==> images/layer_met4.png <==
Cells faint in the background.
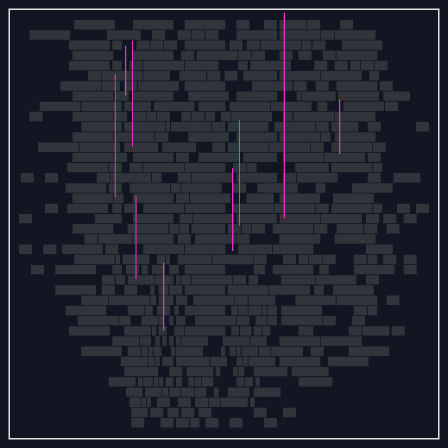
==> images/clocks.png <==
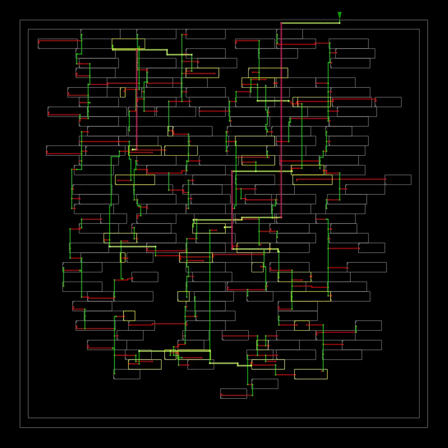
==> images/clk_routes.png <==
The bar under the picture is 20 µm long.
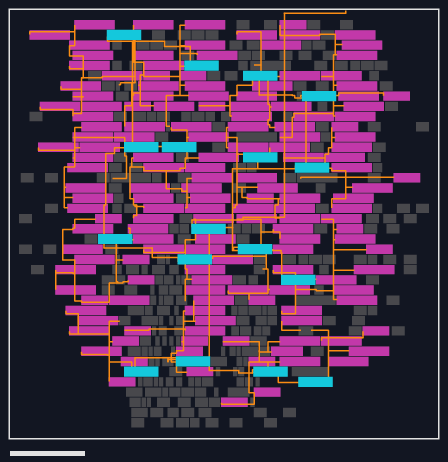
$ cat config.mk
export PLATFORM = sky130hd
export DESIGN_NAME = sync_fifo_prog
export DESIGN_NICKNAME = d
export VERILOG_FILES = /design/src/rtl/sync_fifo_prog.sv
export SDC_FILE = /design/constraint.sdc
export NUM_CORES = 1
export LEC_CHECK = 0
export CAP_MARGIN = 0
export CORE_MARGIN = 2
export CORE_UTILIZATION = 50
export CTS_CLUSTER_SIZE = 16
export DETAILED_ROUTE_END_ITERATION = 16
export GPL_ROUTABILITY_DRIVEN = 0
export GPL_TIMING_DRIVEN = 1
export PLACE_DENSITY = 0.79
export SLEW_MARGIN = 20
export SYNTH_ARGS = -nofsm -noshare
export SYNTH_HDL_FRONTEND = slang
export SYNTH_SLANG_ARGS = --single-unit
$ cat constraint.sdc
create_clock -name clk -period 5.6 [get_ports clk]
set_input_delay 1.12 -clock clk [delete_from_list [all_inputs] [get_ports clk]]
set_output_delay 1.12 -clock clk [all_outputs]
set_load 0.02 [all_outputs]
$ cat src/rtl/sync_fifo_prog.sv
// Single-clock FIFO with programmable almost-full/almost-empty levels and registered write/read handshakes.
// Define SYNC_FIFO_FWFT_EN for first-word-fall-through data_out; default build registers data_out on each pop.
module sync_fifo_prog #(
  parameter int FIFO_WIDTH = 16,
  parameter int FIFO_DEPTH = 8,
  parameter int AF_LEVEL   = FIFO_DEPTH - 1,
  parameter int AE_LEVEL   = 1
) (
  input  logic                        clk,
  input  logic                        rst,
  input  logic [FIFO_WIDTH-1:0]       data_in,
  input  logic                        wr_en,
  input  logic                        rd_en,
  output logic [FIFO_WIDTH-1:0]       data_out,
  output logic                        wr_ack,
  output logic                        overflow,
  output logic                        underflow,
  output logic                        full,
  output logic                        empty,
  output logic                        almostfull,
  output logic                        almostempty,
  output logic [$clog2(FIFO_DEPTH):0] count
);

  localparam int AW = $clog2(FIFO_DEPTH);
  localparam int CW = AW + 1;
  localparam logic [CW-1:0] DEPTH_C = CW'(FIFO_DEPTH);
  localparam logic [CW-1:0] AF_C    = CW'(AF_LEVEL);
  localparam logic [CW-1:0] AE_C    = CW'(AE_LEVEL);
  localparam logic [AW-1:0] LAST_C  = AW'(FIFO_DEPTH - 1);

  logic [FIFO_WIDTH-1:0] r_mem [FIFO_DEPTH];
  logic [AW-1:0]         r_wr_ptr;
  logic [AW-1:0]         r_rd_ptr;
  logic [CW-1:0]         r_count;
  logic                  r_wr_ack;
  logic                  r_overflow;
  logic                  r_underflow;

  logic                  w_full;
  logic                  w_empty;
  logic                  w_wr_accept;
  logic                  w_rd_accept;
  logic [FIFO_WIDTH-1:0] w_head;

  function automatic logic [AW-1:0] ptr_next(input logic [AW-1:0] ptr);
    return (ptr == LAST_C) ? {AW{1'b0}} : ptr + AW'(1);
  endfunction

  // Acceptance is decided from the pre-edge occupancy, so a full FIFO never takes a write even when popping.
  assign w_full      = (r_count == DEPTH_C);
  assign w_empty     = (r_count == {CW{1'b0}});
  assign w_wr_accept = wr_en & ~w_full;
  assign w_rd_accept = rd_en & ~w_empty;
  assign w_head      = r_mem[r_rd_ptr];

  assign full        = w_full;
  assign empty       = w_empty;
  assign almostfull  = (r_count >= AF_C);
  assign almostempty = (r_count <= AE_C);
  assign count       = r_count;
  assign wr_ack      = r_wr_ack;
  assign overflow    = r_overflow;
  assign underflow   = r_underflow;

  // Storage has no reset so it can map onto RAM; a flush only moves the pointers.
  always_ff @(posedge clk) begin
    if (!rst && w_wr_accept) begin
      r_mem[r_wr_ptr] <= data_in;
    end
  end

  always_ff @(posedge clk) begin
    if (rst) begin
      r_wr_ptr    <= {AW{1'b0}};
      r_rd_ptr    <= {AW{1'b0}};
      r_count     <= {CW{1'b0}};
      r_wr_ack    <= 1'b0;
      r_overflow  <= 1'b0;
      r_underflow <= 1'b0;
    end else begin
      if (w_wr_accept) begin
        r_wr_ptr <= ptr_next(r_wr_ptr);
      end
      if (w_rd_accept) begin
        r_rd_ptr <= ptr_next(r_rd_ptr);
      end
      case ({w_wr_accept, w_rd_accept})
        2'b10:   r_count <= r_count + CW'(1);
        2'b01:   r_count <= r_count - CW'(1);
        default: r_count <= r_count;
      endcase
      r_wr_ack    <= w_wr_accept;
      r_overflow  <= wr_en & w_full;
      r_underflow <= rd_en & w_empty;
    end
  end

`ifdef SYNC_FIFO_FWFT_EN
  assign data_out = w_empty ? {FIFO_WIDTH{1'b0}} : w_head;
`else
  logic [FIFO_WIDTH-1:0] r_data_out;

  always_ff @(posedge clk) begin
    if (rst) begin
      r_data_out <= {FIFO_WIDTH{1'b0}};
    end else if (w_rd_accept) begin
      r_data_out <= w_head;
    end else begin
      r_data_out <= r_data_out;
    end
  end

  assign data_out = r_data_out;
`endif

endmodule
==> impl_metrics.csv <==
group,metric,value,unit
status,status,"finished, final reports clean",
sta,rsz0062_at_grt,"no",
sta,setup_viol,0,
setup_path,r2r_slack,3.06,ns
place,portBuffers,46,
sta,worstMarginPinSlew,0.990,ns
global_routing,antenna_found_initial,0,
sta,whs,0.479,ns
clock_tree,ctsHoldBuffers,0,
logic_synthesis,synthCells,364,
pwr,power_leakage,0.00242,µW
global_routing,grt.met2_usage,0.325,
detailed_routing,dr.pass1.iters,4,
place,place_hpwl,6750,µm
setup_path,cpLargestDelayFamily,"buffers and inverters",
sta,relSlewSlack,0.337,
pwr,power,3290,µW
final_layout,area_growth,21.3,%
logic_synthesis,synth_nets,392,
floorplan,fp.dieW,114,µm
global_routing,grt_use_met1,0.236,
job,warning_count,28,
final_layout,final_cells,581,
floorplan,dieArea,0.0130,mm²
sta,max_freq,291,MHz
sta,min_period,3.43,ns
global_routing,grt_first_pass_wirelength,18000,µm
clock_tree,post_cts_resized,0,
logic_synthesis,ys_warn_count,0,
logic_synthesis,edf_count,128,
setup_path,critPathSlowestCell,"clkdlybuf4s50_1",
floorplan,rows,40,
logic_synthesis,most_common_cell,"edfxtp_1",
pwr,power_per_cell_area,447,mW/mm²
final_layout,final_area,0.00735,mm²
detailed_routing,vias_per_cell,5.77,
logic_synthesis,top_cells_by_count,"128 x edfxtp_1, 65 x mux2i_1, 32 x a22oi_1",
pwr,ir_drop,0.000210,V
floorplan,core_area,0.0119,mm²
detailed_routing,ant_nets,0,
logic_synthesis,top_area_cell,"edfxtp_1",
place,dp_cells,548,
worst_hold_path,worstHoldStart,"data_out[11]$_SDFFE_PP0N_",
setup_path,cp.arrival,2.31,ns
setup_path,r2r_start,"count[0]$_SDFFE_PP0P_",
setup_path,worst-path-buf-inv,3,
setup_path,worstSetupPathType,"flop to output pin",
global_routing,grtUsageTotal,0.192,
setup_path,critical-path-max-stage-delay,0.60,ns
global_routing,grt_max_degree,68,
worst_hold_path,holdCritPathClass,"flop to flop",
global_routing,grt_pass1_vias,3294,
final_layout,layout_top_cell,"edfxtp_1",
global_routing,overflow,0,
clock_tree,clk_path_buf_depth,2,
sta,hold_violations,0,
sta,maxSlewViolCount,0,
setup_path,worst_setup_path_end_kind,"output pin",
logic_synthesis,yosys_area,0.00606,mm²
detailed_routing,wire_per_inst,20.8,µm
logic_synthesis,syn_area_per_cell,16.6,µm²
setup_path,reg2reg_to,"count[3]$_SDFFE_PP0P_",
place,placed_area,0.00668,mm²
sta,finalCritPeriodShare,0.613,
clock_tree,post-cts-setup-buffers,0,
clock_tree,htreeDepth,4,
worst_hold_path,holdPathStages,1,
final_layout,antenna_cells,0,
detailed_routing,drt_iter0_markers,350,
setup_path,required,4.48,ns
logic_synthesis,flop_cell,"edfxtp_1",
sta,skew,0.0121,ns
setup_path,critPathLaunchType,"flop",
logic_synthesis,area_leaders,"edfxtp_1 63%, mux2i_1 11%, dfxtp_1 9.6%",
sta,fin_ws,2.17,ns
global_routing,grt-busiest-layer,"met2",
final_layout,fin_util,0.617,
final_layout,final_nets,449,
logic_synthesis,yosys_cells,364,
floorplan,dieHeight,114,µm
worst_hold_path,whs_endpoint,"data_out[11]$_SDFFE_PP0N_",
floorplan,fp_util,0.509,
clock_tree,clk_pin_slew,0.06,ns
place,dp_slack,2.36,ns
logic_synthesis,ys_types,33,
clock_tree,cts_tree,"yes",
floorplan,ios,47,
logic_synthesis,numSynthFlops,157,
-- layer_met4.png (at the start) --
- nets with wire on the layer: 7
- wire length on this layer: 231 µm
- share of all routed wire: 1.9%
overall routed net length: 12100 µm
DR vias: 3355

-- clocks.png (at the start) --
num sequential: 157
# clk buffers: 20
clk latency late pin: 0.42 ns
CTS Buf Count: 17
clk sinks: 157

-- clk_routes.png (at the start) --
- flip-flops: magenta (count 157)
- clock wires: orange (length 1600 µm)
- clock drivers: cyan (count 17)
- flops lie: widely spread
- routed clock nets: 18

-- sequential cells by signal, summed over array words and instances (netlist names) --
name       cells
count          4
data_out      16
overflow       1
r_mem        128
r_rd_ptr       3
r_wr_ptr       3
underflow      1
wr_ack         1
-- worst max-delay path by stage --
stage	startpoint	to	slack (ns)	cells after the start
3_3_place_gp	rst	r_mem[4][0]$_DFFE_PP_	2.42	5
6_report	count[1]$_SDFFE_PP0P_	empty	2.17	5
2_1_floorplan	rst	r_mem[0][0]$_DFFE_PP_	2.42	3
4_1_cts	count[1]$_SDFFE_PP0P_	empty	2.14	5
5_1_grt	count[1]$_SDFFE_PP0P_	empty	2.04	5
3_5_place_dp	rst	r_mem[0][1]$_DFFE_PP_	2.36	5
-- routing by layer --
metal | up-vias | wire length [µm]
li1 | 1556 | -
met3 | 21 | 697
met2 | 109 | 6250
met1 | 1669 | 4890
met4 | 0 | 231
met5 | - | 0
-- layout make-up --
class                      count  area, µm²
sequential                   157       4430
timing repair buffer          57        563
multi-input combinational    183       1510
fill                         858       4560
tap                          147        184
clock inverter                12        209
inverter                       5       18.8
clock buffer                  20        437
-- where the power goes --
part           switching, µW  internal [µW]  total [µW]
Combinational            328            304         632
Clock                    448            798        1250
Sequential              80.1           1330        1410
Total                    856           2430        3290
-- cells by family (layout without fill, tap and decap cells) --
| kind of cell | count (synthesis) | count (layout) | synth area share |
|---|---|---|---|
| flip-flops | 157 | 157 | 0.730 |
| multiplexers | 65 | 65 | 0.107 |
| AND-OR/OR-AND | 60 | 60 | 0.0789 |
| AND/OR/NAND/NOR | 47 | 47 | 0.0401 |
| buffers and inverters | 24 | 94 | 0.0227 |
| adder cells (fa/ha/maj) | 8 | 8 | 0.0165 |
| XOR/XNOR | 3 | 3 | 0.00434 |
Power is estimated from default activity; no workload was simulated.
